<file path="src/rtl/dd_pkg.sv">
// Shared definitions for the sequential double-dabble converter.
// Holds the FSM state encoding and elaboration-time sizing helpers.
// No logic lives here; everything is constant or type-level.
package dd_pkg;

    typedef enum logic [1:0] {
        ST_IDLE  = 2'd0,
        ST_SHIFT = 2'd1,
        ST_DONE  = 2'd2
    } state_t;

    // Decimal digits needed to hold any width-bit unsigned value:
    // ceil(width * log10(2)), with log10(2) approximated as 0.30103.
    function automatic int min_digits(input int width);
        return (width * 30103 + 99999) / 100000;
    endfunction

    // Bits needed to represent values 0..value-1.
    function automatic int clog2(input int value);
        int r;
        int v;
        r = 0;
        v = value - 1;
        while (v > 0) begin
            r = r + 1;
            v = v >> 1;
        end
        return r;
    endfunction

endpackage

</file>
<file path="src/rtl/bcd_add3_digit.sv">
// Double-dabble correction for one BCD digit: add 3 when the digit is 5 or more.
// Latency: purely combinational.
// Backpressure: none; pure function of the input.
module bcd_add3_digit (
    input  logic [3:0] i_dig,
    output logic [3:0] o_dig
);

    assign o_dig = (i_dig >= 4'd5) ? (i_dig + 4'd3) : i_dig;

endmodule

</file>
<file path="src/rtl/seq_double_dabbler.sv">
// Binary-to-BCD converter, shift-and-add-3, one bit per clock, optional signed input.
// Latency: FINISH pulses BIN_WIDTH+1 cycles after START acceptance; one result per BIN_WIDTH+2 cycles.
// Backpressure: START is only accepted in IDLE; requests while BUSY are dropped, not queued.
module seq_double_dabbler
    import dd_pkg::*;
#(
    parameter int BIN_WIDTH   = 16,
    parameter int DIGITS      = 5,
    parameter bit SIGNED_MODE = 1'b0
) (
    input  logic                  i_clk,
    input  logic                  i_rst_n,
    input  logic                  i_start,
    input  logic [BIN_WIDTH-1:0]  i_bin,
    output logic [4*DIGITS-1:0]   o_bcd,
    output logic                  o_sign,
    output logic                  o_ovf,
    output logic                  o_busy,
    output logic                  o_finish
);

    localparam int CW = clog2(BIN_WIDTH + 1);
    localparam int BW = 4 * DIGITS;
    // With enough digits no bit can ever leave the top digit, so the
    // overflow flop is only allowed to set when the digit count is short.
    localparam bit OVF_POSSIBLE = (DIGITS < min_digits(BIN_WIDTH));

    state_t                 r_state;
    state_t                 w_state_nxt;
    logic [BIN_WIDTH-1:0]   r_mag;
    logic [BW-1:0]          r_dig;
    logic [CW-1:0]          r_cnt;
    logic                   r_neg;
    logic                   r_ovf_acc;
    logic [BW-1:0]          r_bcd;
    logic                   r_sign;
    logic                   r_ovf;
    logic                   r_finish;

    logic                   w_accept;
    logic                   w_neg;
    logic [BIN_WIDTH-1:0]   w_mag;
    logic [BW-1:0]          w_adj;
    logic                   w_carry;
    logic [BW-1:0]          w_dig_sh;
    logic [BIN_WIDTH-1:0]   w_mag_sh;

    assign w_accept = (r_state == ST_IDLE) && i_start;

    // Negative operands are converted to magnitude up front; the most-negative
    // value negates to itself, which read as unsigned is the correct magnitude.
    assign w_neg = SIGNED_MODE && i_bin[BIN_WIDTH-1];
    assign w_mag = w_neg ? ((~i_bin) + BIN_WIDTH'(1)) : i_bin;

    // Per-digit add-3 correction applied before every shift.
    for (genvar g = 0; g < DIGITS; g++) begin : g_add3
        bcd_add3_digit u_add3 (
            .i_dig (r_dig[4*g +: 4]),
            .o_dig (w_adj[4*g +: 4])
        );
    end

    assign {w_carry, w_dig_sh, w_mag_sh} = {w_adj, r_mag, 1'b0};

    // State register.
    always_ff @(posedge i_clk or negedge i_rst_n) begin
        if (!i_rst_n) begin
            r_state <= ST_IDLE;
        end else begin
            r_state <= w_state_nxt;
        end
    end

    // Next-state logic: IDLE waits for START, SHIFT runs BIN_WIDTH steps, DONE publishes.
    always_comb begin
        w_state_nxt = r_state;
        case (r_state)
            ST_IDLE:  if (i_start) w_state_nxt = ST_SHIFT;
            ST_SHIFT: if (r_cnt == CW'(1)) w_state_nxt = ST_DONE;
            ST_DONE:  w_state_nxt = ST_IDLE;
            default:  w_state_nxt = ST_IDLE;
        endcase
    end

    // Scratch shift register, step counter, latched sign and sticky overflow.
    always_ff @(posedge i_clk or negedge i_rst_n) begin
        if (!i_rst_n) begin
            r_mag     <= '0;
            r_dig     <= '0;
            r_cnt     <= '0;
            r_neg     <= 1'b0;
            r_ovf_acc <= 1'b0;
        end else if (w_accept) begin
            r_mag     <= w_mag;
            r_dig     <= '0;
            r_cnt     <= CW'(BIN_WIDTH);
            r_neg     <= w_neg;
            r_ovf_acc <= 1'b0;
        end else if (r_state == ST_SHIFT) begin
            r_mag <= w_mag_sh;
            r_dig <= w_dig_sh;
            r_cnt <= r_cnt - CW'(1);
            if (OVF_POSSIBLE && w_carry) begin
                r_ovf_acc <= 1'b1;
            end
        end
    end

    // Result registers change only when leaving DONE; FINISH is a one-cycle pulse.
    always_ff @(posedge i_clk or negedge i_rst_n) begin
        if (!i_rst_n) begin
            r_bcd    <= '0;
            r_sign   <= 1'b0;
            r_ovf    <= 1'b0;
            r_finish <= 1'b0;
        end else begin
            r_finish <= (r_state == ST_DONE);
            if (r_state == ST_DONE) begin
                r_bcd  <= r_dig;
                r_sign <= r_neg;
                r_ovf  <= r_ovf_acc;
            end
        end
    end

    assign o_bcd    = r_bcd;
    assign o_sign   = r_sign;
    assign o_ovf    = r_ovf;
    assign o_finish = r_finish;
    assign o_busy   = (r_state != ST_IDLE);

endmodule

</file>
<file path="config.mk">
export PLATFORM = sky130hd
export DESIGN_NAME = seq_double_dabbler
export DESIGN_NICKNAME = d
export VERILOG_FILES = /design/src/rtl/dd_pkg.sv /design/src/rtl/bcd_add3_digit.sv /design/src/rtl/seq_double_dabbler.sv
export SDC_FILE = /design/constraint.sdc
export NUM_CORES = 1
export LEC_CHECK = 0
export CAP_MARGIN = 0
export CORE_MARGIN = 2
export CORE_UTILIZATION = 54
export DETAILED_ROUTE_END_ITERATION = 16
export GPL_TIMING_DRIVEN = 0
export PLACE_DENSITY = 0.84
export SLEW_MARGIN = 20
export SYNTH_ARGS = -nofsm -noshare
export SYNTH_HDL_FRONTEND = slang
export SYNTH_SLANG_ARGS = --single-unit
</file>
<file path="constraint.sdc">
create_clock -name i_clk -period 1.6 [get_ports i_clk]
set_input_delay 0.16 -clock i_clk [delete_from_list [all_inputs] [get_ports i_clk]]
set_output_delay 0.16 -clock i_clk [all_outputs]
set_load 0.005 [all_outputs]
</file>
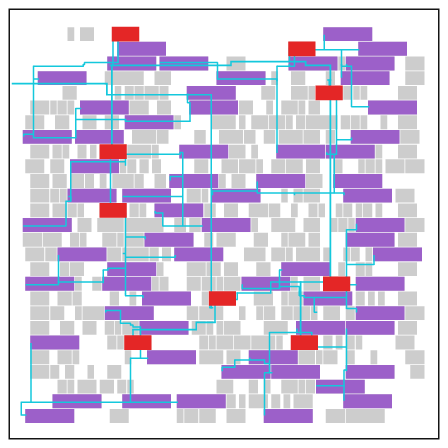
*Clock distribution*
[clock drivers] red | count: 9
[clock wires] cyan | length: 821 µm
[flip-flops] purple | count: 64
flops lie	widely spread
routed clock nets	10

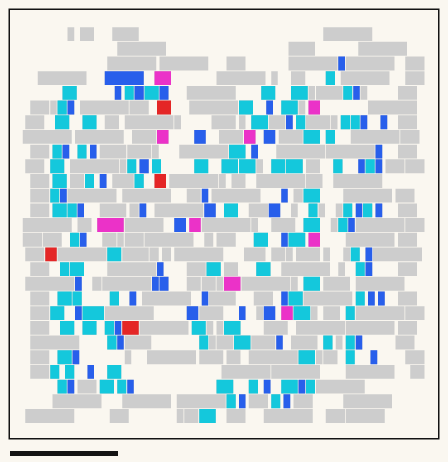
*Gate families picked out*
Bar = 20 µm.
family	color	cells
NOR gates	magenta	9
NAND gates	blue	62
inverting AOI/OAI gates	cyan	90
AND and OR gates	red	4

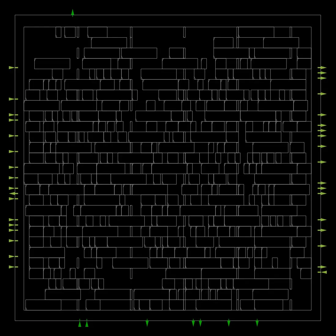
*Cell placement*
Seq area share: 42.2%
Std-Cell Core Area: 5470 µm²
Seq cells: 64

==> results.py <==
# Physical implementation metrics
metrics = {
    "worst_setup_path": {
        "critical-path-max-stage-delay_ns": 0.41,
        "cp-end-kind": "output pin",
        "crit_arrival_ns": 1.40,
        "regToRegSetupSlack_ns": 0.08,
        "crit_fanout": 9,
        "r2r_cells": 6,
        "slowest_stage": "dfrtp_1",
        "crit_family": "flip-flops",
        "crit_chain": "buf_6, or2_2, clkdlybuf4s15_1",
        "timing.rr.end": "r_cnt[4]",
    },
    "pwr": {
        "swShare_pct": 36.6,
        "worst_ir_drop_vdd_mv": 0.900,
        "p_sw_w": 0.00248,
        "p_leak_nw": 1.67,
        "p_seq_share_pct": 39.8,
    },
    "drt": {
        "route.detailed.vias_per_inst": 5.60,
        "drtAntennaViolNets": 0,
        "via_count": 2438,
    },
    "synthesis": {
        "syn-cell-area_um2": 3060,
        "top_cells_by_count": "dfrtp_1 (64), nand2_1 (50), o21ai_0 (42), inv_1 (24), a22oi_1 (15)",
        "synthFlopType": "dfrtp_1",
        "synth_flop_count": 64,
        "most_common_cell": "dfrtp_1",
        "yosysChipArea_um2": 3060,
        "avgSynthCellArea_um2": 10.2,
        "syn_inst": 301,
        "topCellsByArea": "dfrtp_1 (52%), o21ai_0 (6.9%), nand2_1 (6.1%), ha_1 (4.9%), a22oi_1 (3.7%)",
    },
    "floorplan": {
        "ioPinCount": 43,
        "rows": 27,
        "fp_util_pct": 55.9,
        "die-area_um2": 6280,
    },
    "sta": {
        "drv_slew": 0,
        "setup_viol": 0,
        "skew_ns": 0.00753,
        "hold_viol_final": 0,
        "finalSetupTns_ns": 0,
        "fmax_mhz": 641,
        "finalCritPeriodShare_pct": 97.4,
    },
    "run_status": {
        "outcome": "complete, no violations",
    },
    "clock_network": {
        "numCtsBuffers": 9,
        "cts_tree": "yes",
        "cts.sinks": 64,
        "root_buffer": "clkbuf_8",
    },
    "grt": {
        "grt_usage_pct": 23.0,
        "grt_max_degree": 43,
        "gr-total-overflow": 0,
    },
    "run": {
        "maxCapViolCount": 0,
        "warning_count": 32,
    },
    "place": {
        "numPortBuffers": 40,
    },
    "final_layout": {
        "drive_gt1_share_pct": 10.5,
        "syn_to_final_growth_pct": 24.0,
        "fin_cells": 435,
    },
}
stage by stage:
stage               area, µm²  utilization (%)  total power (W)  worst slack [ns]
global route             3790             69.3          0.00734         -0.000405
global placement         3550             64.9          0.00539             -1.71
finish                   3790             69.3          0.00677            0.0408
CTS                      3770             68.9          0.00678            0.0503
floorplan                3060                -          0.00445             0.306
detailed placement       3570             65.2          0.00554           -0.0371
routing by layer:
metal | up-vias | GRT usage, % | part of all wire [%]
met5 | - | 0 | 0
met4 | 0 | 10.2 | 1.7
met3 | 10 | 5.91 | 4.4
met2 | 66 | 38.4 | 50
met1 | 1182 | 28.2 | 44
li1 | 1180 | - | -
logic make-up after synthesis:
family | share of synthesized area [%]
compound gates | 22.5
xor+xnor | 1.15
fa+ha+maj | 4.91
buf+inv | 6.71
flops | 52.4
mux | 0.327
other cells | 0.123
simple gates | 12.0
sequential cells by signal, summed over array words and instances, names as in the netlist:
name,flops
r_mag,16
o_finish,1
r_cnt,5
r_state,2
o_bcd,20
r_dig,20
cells in the final DEF (no fill, tap or decap), types with 2 or more instances in the layout:
master	n
a22oi_1	15
a32o_1	5
buf_12	2
buf_2	4
buf_4	11
buf_6	2
clkbuf_1	8
clkbuf_8	10
clkdlybuf4s50_1	38
conb_1	2
dfrtp_1	64
ha_1	12
inv_1	24
nand2_1	50
nand2b_1	7
nand3_1	4
nor2b_1	5
o2111ai_1	10
o211ai_1	5
o21a_1	5
o21ai_0	42
o21ai_1	2
o221ai_1	5
o31ai_1	6
o32ai_1	4
xnor2_1	4
final cells by class:
class,count,area (µm²)
fill,451,1680
sequential,64,1600
multi-input combinational,195,1260
timing repair buffer,48,473
clock buffer,13,149
buffer,18,124
inverter,24,90.1
tap,72,90.1
clock inverter,1,5.00
worst max path at each step:
stage	start	end	slack, ns
floorplan	r_state[1]	r_dig[15]	0.31
global placement	i_rst_n	r_mag[0]	-1.71
detailed placement	r_state[0]	o_busy	-0.04
CTS	r_state[1]	o_busy	0.05
global route	r_state[1]	o_busy	-0.0004
finish	r_state[1]	o_busy	0.04
power groups by stage:
stage / clock, W / sequential [W] / combinational [W]
floorplan: 0 / 0.00265 / 0.00181
global placement: 0 / 0.00268 / 0.00271
global route: 0.00126 / 0.00278 / 0.00331
finish: 0.00115 / 0.00270 / 0.00292
detailed placement: 0 / 0.00272 / 0.00282
CTS: 0.00119 / 0.00269 / 0.00290
repair_timing:
action / 4_1_cts / 5_1_grt
hold buffers: 1 / 0
setup buffers: 4 / 2
endpoints found under the hold margin: 22 / 0
endpoints found under the setup margin: 1 / 7
pin swaps: 0 / 0
gates resized: 5 / 4
Power is estimated from default activity; no workload was simulated.
